Figure 1. Clock network drawn from the DEF.
Drawn at 1.5 px/um.
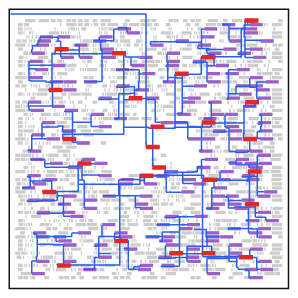
Figure 2. Sequential cells grouped by signal name.
Drawn at 1.5 px/um. Other sequential cells in the stronger gray, the rest of the logic in the fainter gray.
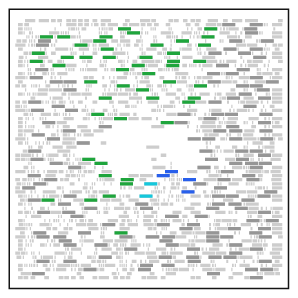
Figure 3. I/O nets highlighted.
Drawn at 2 px/um.
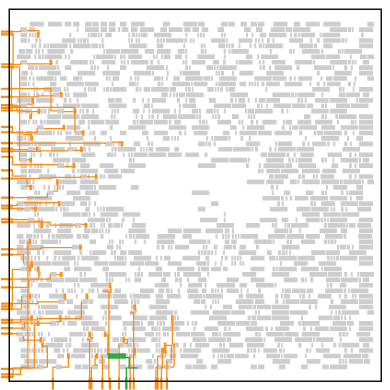
Figure 4. Placement by cell class.
Drawn at 1.5 px/um.
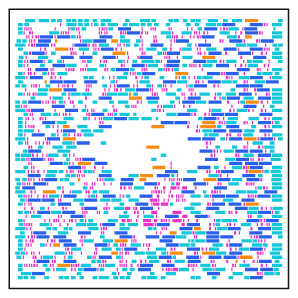
<file path="config.mk">
export PLATFORM = sky130hd
export DESIGN_NAME = mem_port_arbiter
export DESIGN_NICKNAME = d
export VERILOG_FILES = /design/src/rtl/mem_port_arbiter.sv
export SDC_FILE = /design/constraint.sdc
export NUM_CORES = 1
export LEC_CHECK = 0
export ABC_AREA = 1
export ABC_CLOCK_PERIOD_IN_PS = 1600
export CAP_MARGIN = 5
export CELL_PAD_IN_SITES_DETAIL_PLACEMENT = 0
export CELL_PAD_IN_SITES_GLOBAL_PLACEMENT = 1
export CORE_MARGIN = 3
export CORE_UTILIZATION = 29
export DETAILED_ROUTE_END_ITERATION = 6
export HOLD_SLACK_MARGIN = 0.03
export PLACE_DENSITY_LB_ADDON = 0.1
export RECOVER_POWER = 100
export SYNTH_ARGS = -nofsm -noshare
export SYNTH_HDL_FRONTEND = slang
export SYNTH_SLANG_ARGS = --single-unit
</file>
<file path="constraint.sdc">
create_clock -name CLK -period 1.6 [get_ports CLK]
set_input_delay 0.32 -clock CLK [delete_from_list [all_inputs] [get_ports CLK]]
set_output_delay 0.32 -clock CLK [all_outputs]
set_load 0.1 [all_outputs]
</file>
<file path="src/rtl/mem_port_arbiter.sv">
// mem_port_arbiter: round-robin arbiter sharing one handshake memory port between CPU (port 0) and loader (port 1)
module mem_port_arbiter #(
  parameter int DATA_W  = 48,
  parameter int ADDR_W  = 48,
  parameter int TIMEOUT = 16
) (
  input  logic              CLK,
  input  logic              RESET,
  input  logic              REQ0,
  input  logic              WE0,
  input  logic [ADDR_W-1:0] ADDR0,
  input  logic [DATA_W-1:0] WDATA0,
  output logic [DATA_W-1:0] RDATA0,
  output logic              ACK0,
  output logic              WAIT0,
  input  logic              REQ1,
  input  logic              WE1,
  input  logic [ADDR_W-1:0] ADDR1,
  input  logic [DATA_W-1:0] WDATA1,
  output logic [DATA_W-1:0] RDATA1,
  output logic              ACK1,
  output logic              MEM_EN,
  output logic              MEM_WE,
  output logic [ADDR_W-1:0] MEM_ADDR,
  output logic [DATA_W-1:0] MEM_WD,
  input  logic [DATA_W-1:0] MEM_RD,
  input  logic              MEM_HS,
  output logic [1:0]        GRANT,
  output logic              TIMEOUT_ERR
);
  localparam int CW = $clog2(TIMEOUT);
  typedef enum logic [1:0] {IDLE, ISSUE, WAIT_HS, RESP} state_t;
  state_t state;
  logic ptr, owner, pick, timedOut;
  logic [CW-1:0] cnt;
  logic [DATA_W-1:0] respData;
  assign pick = (REQ0 & REQ1) ? ptr : REQ1;
  assign timedOut = cnt == CW'(TIMEOUT - 1);
  // a timed-out read returns zero so the CPU never latches stale bus data
  assign respData = MEM_HS ? MEM_RD : '0;
  assign WAIT0 = REQ0 & ~ACK0;
  always_ff @(posedge CLK or negedge RESET) begin
    if (!RESET) begin
      state       <= IDLE;
      ptr         <= 1'b0;
      owner       <= 1'b0;
      cnt         <= '0;
      RDATA0      <= '0;
      RDATA1      <= '0;
      ACK0        <= 1'b0;
      ACK1        <= 1'b0;
      MEM_EN      <= 1'b0;
      MEM_WE      <= 1'b0;
      MEM_ADDR    <= '0;
      MEM_WD      <= '0;
      GRANT       <= 2'b00;
      TIMEOUT_ERR <= 1'b0;
    end else begin
      MEM_EN <= 1'b0;
      ACK0   <= 1'b0;
      ACK1   <= 1'b0;
      case (state)
        IDLE: if (REQ0 | REQ1) begin
          owner    <= pick;
          GRANT    <= pick ? 2'b10 : 2'b01;
          MEM_WE   <= pick ? WE1 : WE0;
          MEM_ADDR <= pick ? ADDR1 : ADDR0;
          MEM_WD   <= pick ? WDATA1 : WDATA0;
          MEM_EN   <= 1'b1;
          state    <= ISSUE;
        end
        ISSUE: begin
          cnt   <= '0;
          state <= WAIT_HS;
        end
        WAIT_HS: if (MEM_HS | timedOut) begin
          if (!MEM_WE && owner) RDATA1 <= respData;
          if (!MEM_WE && !owner) RDATA0 <= respData;
          if (!MEM_HS) TIMEOUT_ERR <= 1'b1;
          ACK0  <= ~owner;
          ACK1  <= owner;
          state <= RESP;
        end else begin
          cnt <= (&cnt) ? cnt : cnt + 1'b1;
        end
        RESP: begin
          ptr   <= ~owner;
          GRANT <= 2'b00;
          state <= IDLE;
        end
      endcase
    end
  end
endmodule

</file>
==> impl_table.tex <==
% Implementation results table
\begin{tabular}{lr}
\hline
Metric & Value \\
\hline
\multicolumn{2}{l}{\textbf{Run}} \\
\quad OpenROAD warning count & 31 \\
\multicolumn{2}{l}{\textbf{Synthesis}} \\
\quad Number of standard cells reported by yosys & 1168 \\
\quad Synth unique cells & 24 \\
\quad Synthesized chip area reported by yosys & 9320 sq um \\
\quad Proportion of netlist area held by the largest area contributor & 55.6\% \\
\quad Post-synthesis cell count & 1168 \\
\multicolumn{2}{l}{\textbf{Clock tree}} \\
\quad Number of buffers created by CTS & 25 \\
\quad Clock Tree Root & clkbuf\_16 \\
\quad Clk sink count & 207 \\
\quad Post-cts hold-fix buffer tally & 1 \\
\quad H-Tree Level Count & 1 \\
\multicolumn{2}{l}{\textbf{Min path}} \\
\quad Worst Hold Class & in -> reg \\
\quad Min-Delay Startpoint & MEM\_HS \\
\quad Cell depth of the worst hold path & 4 \\
\multicolumn{2}{l}{\textbf{Timing}} \\
\quad Count of final hold-check violations & 0 \\
\quad Period utilisation layout & 98.1\% \\
\quad Unrepaired setup endpoints after global routing & true \\
\quad Pins over their slew limit & 0 \\
\multicolumn{2}{l}{\textbf{Worst setup path}} \\
\quad CP Buf/Inv Count & 2 \\
\quad Data required time of the worst path & 1.28 ns \\
\quad Gate family responsible for the most delay along the worst path & flip-flops \\
\quad Critical R2R Capture & GRANT[0] \\
\quad Crit path to & ACK0 \\
\quad Arrival time of the worst setup path & 1.25 ns \\
\quad Critical path peak fanout & 2 \\
\multicolumn{2}{l}{\textbf{Global route}} \\
\quad Global route total overflow & 0 \\
\quad Global-route usage over all layers & 18.9\% \\
\quad Wire length of the first global-routing pass & 50800 um \\
\quad Number of antenna violations at the first check in global routing & 4 \\
\multicolumn{2}{l}{\textbf{Detailed routing}} \\
\quad Number of iterations in the first detailed-routing pass & 5 \\
\quad DRC & 0 \\
\quad Wirelength per Cell & 16.8 um \\
\multicolumn{2}{l}{\textbf{Cells and area}} \\
\quad Growth of design area from synthesis to finish & 85.8\% \\
\multicolumn{2}{l}{\textbf{Place}} \\
\quad Placed Cells & 1980 \\
\quad Post-placement setup slack & -0.212 ns \\
\quad Instance area after placement & 16400 sq um \\
\quad Final HPWL from detailed placement & 26000 um \\
\multicolumn{2}{l}{\textbf{Floorplan}} \\
\quad Vert. Die Dim & 185 um \\
\quad Fraction of the core area occupied by cells at floorplan & 29.9\% \\
\multicolumn{2}{l}{\textbf{Outcome}} \\
\quad Result of the run & finished clean \\
\hline
\end{tabular}
## Picture notes: Figure 1
Key: flip-flops = purple [count 207]; clock wires = blue [length 3170 um]; cells driving clock nets = red [count 25]
Position of the flops: spread over the die.

## Picture notes: Figure 2
Key: cnt = blue [placed flops 4, where center]; state = cyan [placed flops 2]; MEM_WD = green [placed flops 48]
Another 153 sequential cells are not colored.
flop share of the area: 29.9%
core utilization of the finished layout: 55.6%

## Picture notes: Figure 3
Key: ADDR1 = orange [bits 48, direction input, end cells 48, wire 1300 um]; MEM_EN = green [bits 1, direction output, end cells 1, wire 18.1 um]
number of I/O pins: 447
number of port buffers: 446

## Picture notes: Figure 4
Key: other buffers and delay cells = cyan [cells 489, share of their area 42%]; clock drivers and dummy loads = orange [cells 41, share of their area 4.7%]; flip-flops = blue [cells 207, share of their area 31%]; all other logic = magenta [cells 894, share of their area 22%]
cell row count: 64
Layout Cell Area excl Fill: 17300 sq um
core area: 31100 sq um

-- cell usage in the layout (no fill, tap or decap), types with 2 or more instances in the layout --
cell	n
nor2_4	2
nor2_1	103
nand2_1	461
o21bai_1	2
o21ai_0	25
buf_6	5
diode_2	3
clkbuf_8	8
nand3_4	2
clkinv_2	4
inv_1	108
ha_1	3
dfrtp_2	2
buf_4	14
clkbuf_1	3
buf_12	218
nand3_1	6
clkdlybuf4s50_1	244
o21ai_1	170
dfrtp_1	205
buf_2	3
clkbuf_16	27
ha_2	2
-- layer usage --
metal / vias up / track usage [%]
li1: 4495 / -
met4: 2 / 4.44
met1: 4076 / 22.4
met5: - / 0
met2: 319 / 32.2
met3: 45 / 7.84
-- worst register-to-register path, cell delays in order (launching register included) --
cell and delay (ns):
dfrtp_1 0.39, inv_1 0.12, ha_2 0.24, o21ai_4 0.10, buf_12 0.19, nor2_2 0.21, nand2_1 0.08, o21ai_0 0.07
-- layout make-up --
class	count	area (sq um)
Clock inverter	5	50.0
Antenna cell	3	7.51
Tap cell	396	495
Clock buffer	36	747
Fill cell	2764	13800
Timing Repair Buffer	489	7060
Multi-Input combinational cell	785	3350
Sequential cell	207	5180
Inverter	109	414
-- state kept, by name, summed over array words and instances (netlist names) --
signal / cells
MEM_WD: 48
cnt: 4
MEM_ADDR: 48
RDATA1: 48
RDATA0: 48
owner: 1
ACK1: 1
state: 2
ACK0: 1
MEM_EN: 1
GRANT: 2
TIMEOUT_ERR: 1
ptr: 1
MEM_WE: 1
-- cells by family (layout without fill, tap and decap cells) --
kind of cell,after synthesis,in the layout,synth area share (%)
compound gates,199,199,10.7
xor+xnor,1,1,0.0940
fa+ha+maj,5,5,0.672
buf+inv,176,639,8.86
flops,207,207,55.6
other cells,0,3,0
simple gates,580,580,24.0
